Figure 1. Signal wires on met1 (run 1).
Supply wires on this layer in grey.
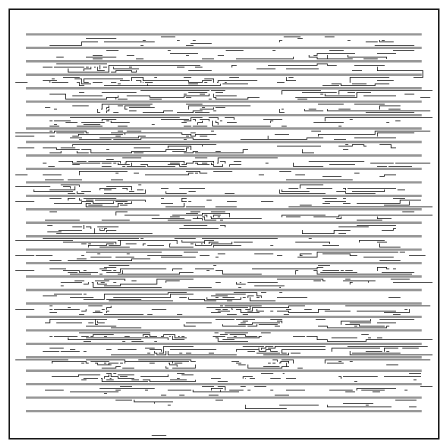
Figure 2. M2 wires (run 1).
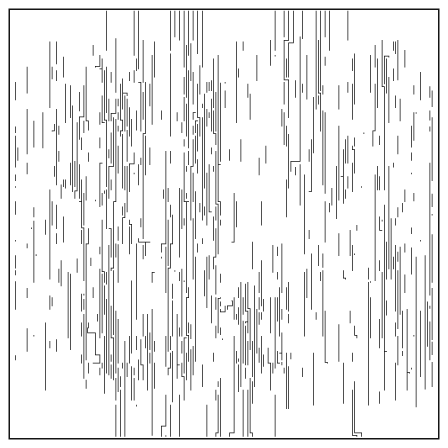
Figure 3. The metal 3 layer (run 1).
Scale bar: 20 microns. Cells faint in the background.
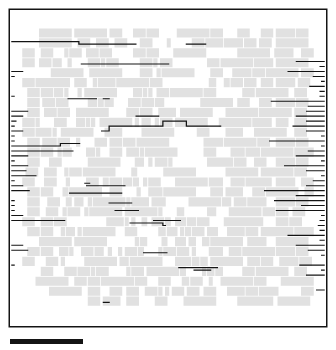
Design playback_sequencer, sky130hd; sources not shown.
==> results.ini, run 1 <==
[power_and_ir_drop]
p_switching_uw=898
p_clk_uw=448
p_comb_share_pct=47.1

[die]
ios=111
taps=75

[global_route]
grt_pass1_vias=2471
busiest_layer=met2
grt_use_total_pct=21.6

[final_timing]
fmax_mhz=291
timing.final.crit_share_pct=67.3
final_max_slew_viol_count=0

[drt]
m1WireLength_microns=3420
wl_met3_microns=536
dr.max_layer_used=met4

[layout]
buf_share_pct=27.7
seqAreaFraction_pct=36.4
fin_cells=446
final_nets=432

[placed_design]
io_buffers=110

[worst_setup_path]
critPathSlowestCell=clkdlybuf4s50_1

[logic_synthesis]
edf_count=0
topCellsByArea=dfrtp_1, mux2i_1, mux2_4
syn_inst=244
ff_type=dfrtp_1
numSynthFlops=66

[status]
status=complete, no violations

Notes on Figure 1 above:
The layer carries 3420 microns of wire. The layer holds 45% of the routed length. 384 nets have wire on it.
routed via count: 2423
M1 GR Usage: 29.6%

Notes on Figure 2 above:
374 nets have wire on it. The layer holds 47% of the routed length. The layer carries 3570 microns of wire. The longest straight run is 37.4 microns.
met2 Usage GRT: 33.3%
WL final: 7620 microns

Notes on Figure 3 above:
The longest straight run is 23.9 microns. 84 nets have wire on it. The wires run mostly horizontal. The layer holds 7.0% of the routed length. The layer carries 537 microns of wire.
met3 Use GR: 4.85%

==> run 1 -> run 2 <==
- ABC_CLOCK_PERIOD_IN_PS: 5100 -> 3270
- CORE_UTILIZATION: 48 -> 45
- clock period: 5.1 -> 3.27 ns (I/O delays scaled with it)
Figure 4. M2 wires (run 2).
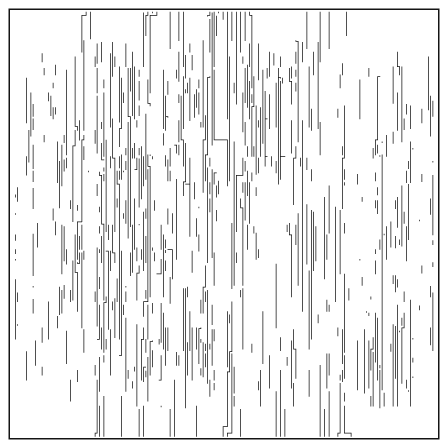
The wires run mostly vertical. The longest straight run is 49.0 microns. 367 nets have wire on it.
met2 Usage GRT: 31.9%
routed via count: 2380

==> run 2 against run 1 <==
  * Combinational power increased by 54%
  * Final area down 0.36%
  * Clock-buffer cell count increased by 1
  * Non-clock buffer count stayed put
  * Sequential power increased by 56%
  * Critical path depth is 1 lower
  * Via count decreased by 1.8%
  * Synthesized cell count stayed put
  * Global-route usage down 2.3 points
  * Setup slack worse by 0.85 ns
  * First-iteration DRC count shrank 58%
  * Sequential share of layout area grew 0.13 points
  * Largest cell class unchanged
==> results.ini, run 2 <==
[logic_synthesis]
syn_inst=244  ; unchanged
ff_type=dfrtp_1  ; unchanged
edf_count=0  ; unchanged
topCellsByArea=dfrtp_1, mux2i_1, mux2_4  ; unchanged
yosys_cells=244  ; unchanged
ys_async_sr_fraction_pct=100  ; unchanged
numSynthFlops=66  ; unchanged

[layout]
clock_area_share_pct=4.10  ; was 4.50%
fin_cells=447  ; was 446
buf_share_pct=27.8  ; was 27.7%
final_nets=432  ; unchanged
drive_gt1_share_pct=14.1  ; was 14.8%
seqAreaFraction_pct=36.6  ; was 36.4%

[die]
taps=77  ; was 75
die_width_microns=89.2  ; was 86.5 microns

[final_timing]
timing.final.crit_share_pct=74.9
timing_hold_violations_final=0  ; unchanged
rsz0062_at_grt=no  ; unchanged
layout_min_cycle_time_ns=2.45
fmax_mhz=408
final_max_slew_viol_count=0  ; unchanged

[power_and_ir_drop]
p_comb_share_pct=47.4  ; was 47.1%
p_switching_mw=1.36  ; was 898 uW
p_leak_nw=2.00  ; was 2.01 nW
p_clk_uw=646  ; was 448 uW
clkPwrFrac_pct=16.6  ; was 17.7%
pg_comb_mw=1.85  ; was 1.20 mW

[global_route]
grt_pass1_vias=2394  ; was 2471
busiest_layer=met2  ; unchanged
grt_use_met1_pct=25.6  ; was 29.6%
grt_util_met3_pct=3.50  ; was 4.85%
grt_use_total_pct=19.4  ; was 21.6%

[drt]
dr.max_layer_used=met4  ; unchanged
m1WireLength_microns=3280  ; was 3420 microns
wl_met3_microns=502  ; was 536 microns
routed_wl_microns=7380  ; was 7620 microns

[worst_setup_path]
critPathSlowestCell=clkdlybuf4s50_1  ; unchanged

[job]
drv_cap=0  ; unchanged

[placed_design]
io_buffers=110  ; unchanged

[status]
status=complete, no violations  ; unchanged

==> run 2 -> run 3 <==
- ABC_CLOCK_PERIOD_IN_PS: 3270 -> 2000
- CORE_UTILIZATION: 45 -> 41
- clock period: 3.27 -> 2 ns (I/O delays scaled with it)
==> run 3 against run 2 <==
  * Final area is 4.6% higher
  * Core utilization shrank 4.4 points
  * Non-clock buffer count grew 9
  * Total power rose by 67%
  * Sequential share of layout area shrank 1.6 points
  * Critical path depth rose by 2
  * Critical path type is now reg2reg
  * Largest cell class unchanged
  * Largest power group unchanged
==> results.ini, run 3 <==
[logic_synthesis]
edf_count=0  ; unchanged
ys_async_sr_fraction_pct=100  ; unchanged
ys_seq_share_pct=53.1  ; unchanged
ff_type=dfrtp_1  ; unchanged
yosys_cells=244  ; unchanged
topCellsByArea=dfrtp_1, mux2i_1, mux2_4  ; unchanged
syn_inst=244  ; unchanged

[layout]
buf_share_pct=29.8  ; was 27.8%
drive_gt1_share_pct=19.5  ; was 14.1%
final_nets=441  ; was 432
clock_area_share_pct=3.62  ; was 4.10%
seqAreaFraction_pct=35.0  ; was 36.6%

[drt]
m1WireLength_microns=3700  ; was 3280 microns
drc=0  ; unchanged
wl_per_cell_microns=17.0  ; was 16.5 microns
routed_wl_microns=8160  ; was 7380 microns
dr.max_layer_used=met4  ; unchanged

[global_route]
grt_use_met1_pct=26.1  ; was 25.6%
met2_usage_pct=29.9  ; was 31.9%
busiest_layer=met2  ; unchanged
grt_util_met3_pct=4.34  ; was 3.50%
grt_use_total_pct=19.1  ; was 19.4%

[power_and_ir_drop]
p_leak_nw=2.11  ; was 2.00 nW
powerDensity_nw_per_um2=1370  ; was 862 nW/um^2
pg_comb_mw=3.23  ; was 1.85 mW
p_comb_share_pct=49.7  ; was 47.4%
p_switching_mw=2.33  ; was 1.36 mW
p_clk_uw=969  ; was 646 uW
clkPwrFrac_pct=14.9  ; was 16.6%
p_seq_share_pct=35.4  ; was 36.0%

[die]
die_width_microns=93.1  ; was 89.2 microns
ios=111  ; unchanged
taps=99  ; was 77

[placed_design]
io_buffers=110  ; unchanged

[final_timing]
timing_hold_violations_final=0  ; unchanged
fmax_mhz=504
layout_min_cycle_time_ns=1.98
timing.final.crit_share_pct=99.2
rsz0062_at_grt=yes  ; was no
final_max_slew_viol_count=0  ; unchanged

[clock_tree]
clk_path_buf_depth=2  ; unchanged

[status]
status=complete, no violations  ; unchanged

[worst_setup_path]
critPathSlowestCell=or4b_4  ; was clkdlybuf4s50_1

[job]
drv_cap=0  ; unchanged

Figure 5. Gate-type map (run 3).
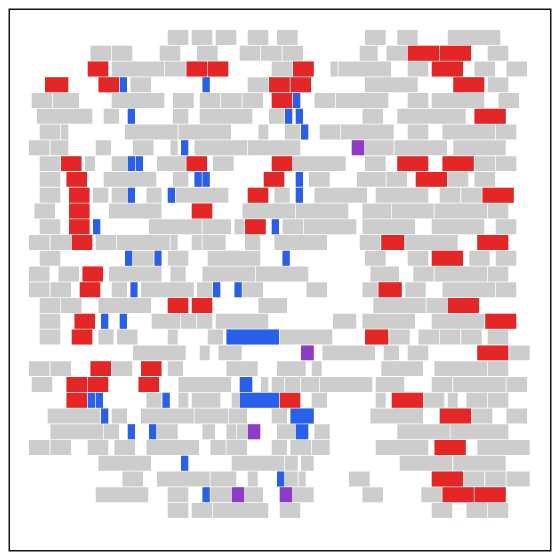
Red shows multiplexers, cells 57, most used mux2i_1, where spread over the die. Blue shows NOR gates, cells 40, most used nor2_1. Purple shows NAND gates, cells 5, most used nand2b_1.
Non-Filler Instances: 479
highest-count logic cell in the final layout: clkdlybuf4s50_1
fraction of standard cell area in multi-input logic: 28.7%

Power figures rest on the tool's default switching activity, not on a simulated workload.
